## src/rtl/spm_lane_reassembly_unit.sv

```systemverilog
// rtl/spm_lane_reassembly_unit.sv - scratchpad read-path lane reassembly (bank -> lane steering)
//
// Purpose:
//   Collects per-bank read words over one or more conflict-serialised beats,
//   steers each bank word back to the lane that requested it, and presents one
//   lane-ordered vector per request through a valid/ready handshake.
//
// Ports:
//   clk, reset        rising-edge clock, synchronous active-high reset
//   in_valid/ready    beat handshake from the bank array side
//   in_first/last     request framing of the current beat
//   in_req_mask       active lanes of the request (used on a first beat only)
//   in_lane_mask      lanes served by this beat
//   in_lane_bank      per-lane bank index, BANK_W bits per lane
//   in_bank_data      read word of every bank, DATA_WIDTH bits per bank
//   out_valid/ready   vector handshake toward core writeback
//   out_data          lane-ordered data (unserved / inactive lanes read 0)
//   out_req_mask      request mask of the held vector
//   out_miss_mask     active lanes that were never served
//   protocol_error    one-cycle pulse after a framing violation is accepted

module spm_lane_reassembly_unit #(
  parameter int NUM_LANES  = 16,
  parameter int NUM_BANKS  = 16,
  parameter int DATA_WIDTH = 32,
  localparam int BANK_W    = $clog2(NUM_BANKS)
) (
  input  logic                            clk,
  input  logic                            reset,
  input  logic                            in_valid,
  output logic                            in_ready,
  input  logic                            in_first,
  input  logic                            in_last,
  input  logic [NUM_LANES-1:0]            in_req_mask,
  input  logic [NUM_LANES-1:0]            in_lane_mask,
  input  logic [NUM_LANES*BANK_W-1:0]     in_lane_bank,
  input  logic [NUM_BANKS*DATA_WIDTH-1:0] in_bank_data,
  output logic                            out_valid,
  input  logic                            out_ready,
  output logic [NUM_LANES*DATA_WIDTH-1:0] out_data,
  output logic [NUM_LANES-1:0]            out_req_mask,
  output logic [NUM_LANES-1:0]            out_miss_mask,
  output logic                            protocol_error
);

  typedef enum logic [1:0] {
    IDLE    = 2'd0,
    COLLECT = 2'd1,
    HOLD    = 2'd2
  } state_t;

  state_t                state_q, state_d;
  logic [DATA_WIDTH-1:0] data_q [NUM_LANES];
  logic [DATA_WIDTH-1:0] data_d [NUM_LANES];
  logic [NUM_LANES-1:0]  req_q, req_d;
  logic [NUM_LANES-1:0]  served_q, served_d;
  logic                  err_q, err_d;

  logic                  acc;
  logic                  restart;
  logic                  wr_en;
  logic [DATA_WIDTH-1:0] bank_word [NUM_LANES];

  // Inverse remap: each lane picks the word of the bank it was mapped to.
  for (genvar l = 0; l < NUM_LANES; l++) begin : g_lane
    logic [BANK_W-1:0] lane_bank;
    assign lane_bank    = in_lane_bank[l*BANK_W +: BANK_W];
    assign bank_word[l] = in_bank_data[int'(lane_bank)*DATA_WIDTH +: DATA_WIDTH];
    assign out_data[l*DATA_WIDTH +: DATA_WIDTH] = data_q[l];
  end

  always_comb begin
    state_d  = state_q;
    data_d   = data_q;
    req_d    = req_q;
    served_d = served_q;
    err_d    = 1'b0;
    restart  = 1'b0;
    wr_en    = 1'b0;

    // Only one vector of storage: while holding, a beat can enter only in the
    // same cycle the held vector leaves.
    in_ready = (state_q == HOLD) ? out_ready : 1'b1;
    acc      = in_valid & in_ready;

    case (state_q)
      IDLE: begin
        if (acc) begin
          if (in_first) begin
            restart = 1'b1;
            state_d = in_last ? HOLD : COLLECT;
          end else begin
            err_d = 1'b1;
          end
        end
      end
      COLLECT: begin
        if (acc) begin
          if (in_first) begin
            // Abandon the partial request and restart from this beat.
            err_d   = 1'b1;
            restart = 1'b1;
            state_d = in_last ? HOLD : COLLECT;
          end else begin
            wr_en = 1'b1;
            if (in_last) state_d = HOLD;
          end
        end
      end
      HOLD: begin
        if (out_ready) begin
          if (!acc) begin
            state_d = IDLE;
          end else if (in_first) begin
            restart = 1'b1;
            state_d = in_last ? HOLD : COLLECT;
          end else begin
            err_d   = 1'b1;
            state_d = IDLE;
          end
        end
      end
      default: state_d = IDLE;
    endcase

    if (restart) begin
      for (int l = 0; l < NUM_LANES; l++) data_d[l] = '0;
      served_d = '0;
      req_d    = in_req_mask;
      wr_en    = 1'b1;
    end

    // req_d already holds the fresh mask on a first beat, the stored one otherwise.
    if (wr_en) begin
      for (int l = 0; l < NUM_LANES; l++) begin
        if (in_lane_mask[l] && req_d[l]) begin
          data_d[l]   = bank_word[l];
          served_d[l] = 1'b1;
        end
      end
    end
  end

  always_ff @(posedge clk) begin
    if (reset) begin
      state_q  <= IDLE;
      req_q    <= '0;
      served_q <= '0;
      err_q    <= 1'b0;
      for (int l = 0; l < NUM_LANES; l++) data_q[l] <= '0;
    end else begin
      state_q  <= state_d;
      req_q    <= req_d;
      served_q <= served_d;
      err_q    <= err_d;
      for (int l = 0; l < NUM_LANES; l++) data_q[l] <= data_d[l];
    end
  end

  assign out_valid      = (state_q == HOLD);
  assign out_req_mask   = req_q;
  assign out_miss_mask  = req_q & ~served_q;
  assign protocol_error = err_q;

endmodule
```

## config.mk

```make
export PLATFORM = sky130hd
export DESIGN_NAME = spm_lane_reassembly_unit
export DESIGN_NICKNAME = d
export VERILOG_FILES = /design/src/rtl/spm_lane_reassembly_unit.sv
export SDC_FILE = /design/constraint.sdc
export NUM_CORES = 2
export LEC_CHECK = 0
export ABC_AREA = 0
export CAP_MARGIN = 0
export CORE_ASPECT_RATIO = 0.5
export CORE_UTILIZATION = 25
export DETAILED_ROUTE_END_ITERATION = 10
export HOLD_SLACK_MARGIN = 0.05
export PLACE_DENSITY = 0.42
export SLEW_MARGIN = 20
export SYNTH_ARGS = -nofsm -noshare
export SYNTH_HDL_FRONTEND = slang
export SYNTH_SLANG_ARGS = --single-unit
```

## constraint.sdc

```tcl
create_clock -name clk -period 6.2 [get_ports clk]
set_input_delay 1.24 -clock clk [delete_from_list [all_inputs] [get_ports clk]]
set_output_delay 1.24 -clock clk [all_outputs]
set_load 0.02 [all_outputs]
```

==> images/power_grid.png <==
The bar under the picture is 200 µm long. Pins as bars on the die edge.
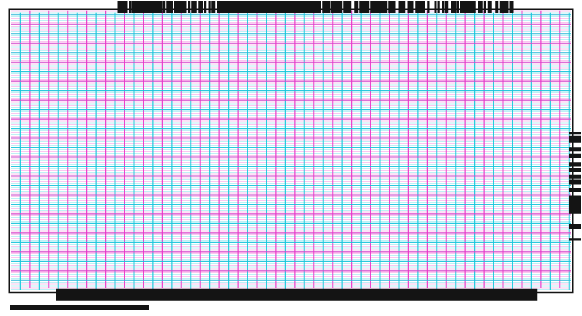
[cyan] VSS
[magenta] VDD
met1 rails: 148
rows: 147
die height: 404 µm
core area: 321,000 µm²

==> images/placement_by_type.png <==
The bar under the picture is 200 µm long.
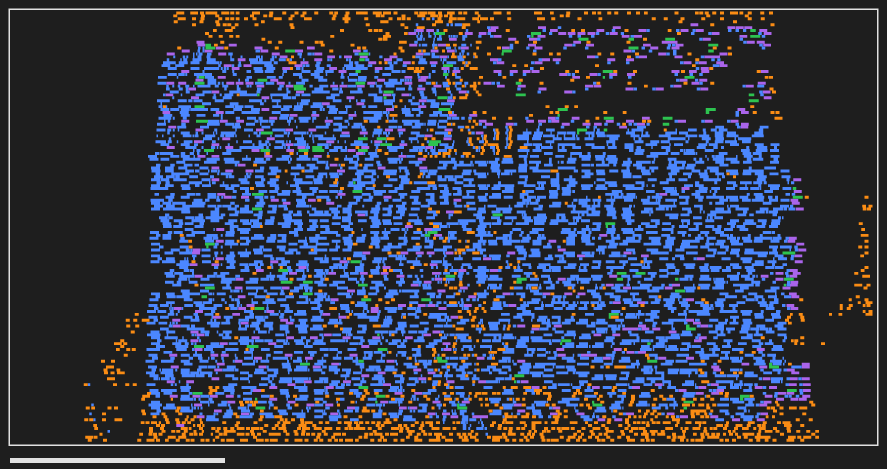
[green] clock drivers and dummy loads | cells: 135 | share of their area: 2.9%
[orange] other buffers and delay cells | cells: 1,455 | share of their area: 15%
[purple] flops | cells: 547 | share of their area: 12%
[blue] combinational and other logic | cells: 4,715 | share of their area: 70%
row count: 147
flop share of the area: 0.112
Final Util: 0.305

==> results_dict.tcl <==
# implementation run metrics
set metrics [dict create \
    status "complete, no violations" \
    yosys_warnings 0 \
    fa_ha_area_frac 0 \
    antenna_found_initial 43 \
    drv_cap 0 \
    cts_root_buffer "clkbuf_16" \
    cts.sinks 547 \
    r2r_start "state_q[0]" \
    drt_first_pass_iters 8 \
    h-tree-depth 3 \
    p_per_area_nw_per_um2 166 \
    wirelength_um 516000 \
    ctsHoldBuffers 0 \
    cp.arrival_ns 4.99 \
    cts_max_path_buffers 3 \
    async_reset_ff_frac 0 \
    antenna_left 0 \
    area_growth_pct 21.1 \
    post-route-drc-count 0 \
    routedWlPerCell_um 46.0 \
    grt_pass1_wl_um 696000 \
    initialDrtViolationCount 12600 \
    fin_crit_sh 0.696 \
    crit_fanout 40 \
    top_cells_by_count "mux4_2, clkbuf_1, nand2_1, dfxtp_1, a22oi_1" \
    xor_share 0.000108 \
    tns_ns 0 \
    dpl.hpwl_um 383000 \
    p_leak_uw 0.0311 \
    finalMaxSlewViolations 0 \
    cp_top_family "AND-OR/OR-AND gates" \
    cp-start-kind "primary input" \
    via_per_inst 7.03 \
    syn_nets 7205 \
    netlist_area_um2 80800 \
    synth.logic.top_family "multiplexers" \
    max_freq_mhz 232 \
    ys_cells 6591 \
    initCoreUtil 0.252 \
    ff2ff_path_depth 6 \
    end_kind "flop" \
    yosys.area.top_type "mux4_2" \
    grt_usage 0.306 \
    hold_viol_final 0 \
    area_leaders "mux4_2, dfxtp_1, a22oi_1" \
    crit_type "in2reg" \
    grt_pass1_vias 76200 \
    worstMarginPinSlew_ns 1.33 \
    rsz0062_at_grt "false" \
    grt-ovfl-total 0 \
]
==> images/clk_routes.png <==
The bar under the picture is 200 µm long.
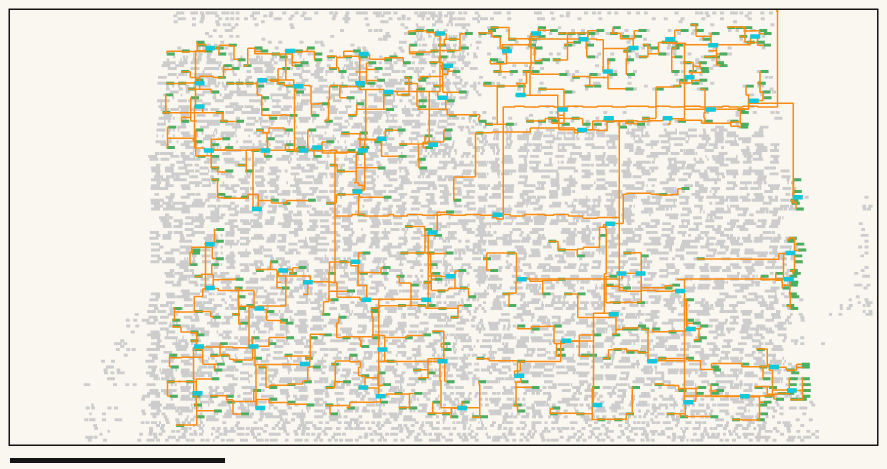
[green] flip-flops | count: 547
[cyan] clock drivers | count: 76
[orange] clock wires | length: 13,000 µm
flops lie: spread over the die
skew final: 0.0314 ns
clk latency late pin: 0.72 ns
P_clk: 5060 µW
power share of the clock group: 0.311

## power by group
part	internal (µW)	leakage (µW)	switching [µW]
logic	3320	0.0254	4130
clock network	2890	0.00130	2170
registers	3620	0.00443	157
## stage by stage
stage | util | area, µm² | instances | setup WS, ns | hold WS [ns]
detailed placement | 0.296 | 95100 | 11000 | 1.37 | 0.462
floorplan | - | 80800 | 6591 | 3.03 | 0.437
global route | 0.305 | 97800 | 11200 | 1.88 | 0.495
CTS | 0.304 | 97700 | 11200 | 2.12 | 0.477
finish | 0.305 | 97800 | 11200 | 1.88 | 0.477
global placement | 0.296 | 95100 | 11000 | 1.33 | 0.462
## final cells by class
cell class / count / area, µm²
Fill cell: 32600 / 223000
Multi-Input combinational cell: 4714 / 64800
Timing Repair Buffer: 1455 / 14000
Sequential cell: 547 / 11000
Tap cell: 4321 / 5410
Clock buffer: 104 / 2220
Clock inverter: 31 / 440
Antenna cell: 29 / 72.6
Inverter: 1 / 3.75
## placed cells by master (no fill, tap or decap), types with 69 or more instances in the layout
cell and instances:
dfxtp_1 547, clkdlybuf4s50_1 1091, mux2_2 243, mux4_2 2048
nand2_1 576, o21ai_0 242, clkbuf_16 79, nor2b_1 69
a22oi_1 500, buf_4 297, a222oi_1 227, a31oi_1 242
a22o_1 285
## registers in the layout (all words and copies together), names as in the netlist
signal	cells
protocol_error	1
out_data	512
served_q	16
out_req_mask	16
state_q	2
## per-layer routing
metal / vias up / part of all wire / global-route usage
li1: 28900 / - / -
met1: 41900 / 0.32 / 0.330
met2: 6289 / 0.49 / 0.529
met3: 1633 / 0.095 / 0.0698
met4: 16 / 0.095 / 0.222
met5: - / 0.00020 / 0.000737
## how the worst max path moves through the flow
| stage | startpoint | endpoint | slack (ns) |
|---|---|---|---|
| CTS | in_first | out_data[156] | 2.12 |
| finish | in_first | out_data[148] | 1.88 |
| global placement | in_first | out_data[150] | 1.33 |
| detailed placement | in_first | out_data[150] | 1.37 |
| floorplan | in_lane_bank[0] | out_data[30] | 3.03 |
| global route | in_first | out_data[147] | 1.88 |
## worst reg2reg max path, stage by stage, from the launching register on
cell,delay [ns]
dfxtp_1,0.47
nand2b_4,0.25
a21o_4,0.68
buf_4,0.58
o21ai_2,0.41
nor2_2,1.06
a22o_1,0.31
## kinds of logic (layout without fill, tap and decap cells)
| kind of cell | Yosys count | in the layout |
|---|---|---|
| AND-OR/OR-AND | 1640 | 1640 |
| XOR/XNOR | 1 | 1 |
| buffers and inverters | 1330 | 1591 |
| flip-flops | 547 | 547 |
| multiplexers | 2309 | 2309 |
| other | 0 | 29 |
| AND/OR/NAND/NOR | 764 | 764 |
Power is estimated from default activity; no workload was simulated.
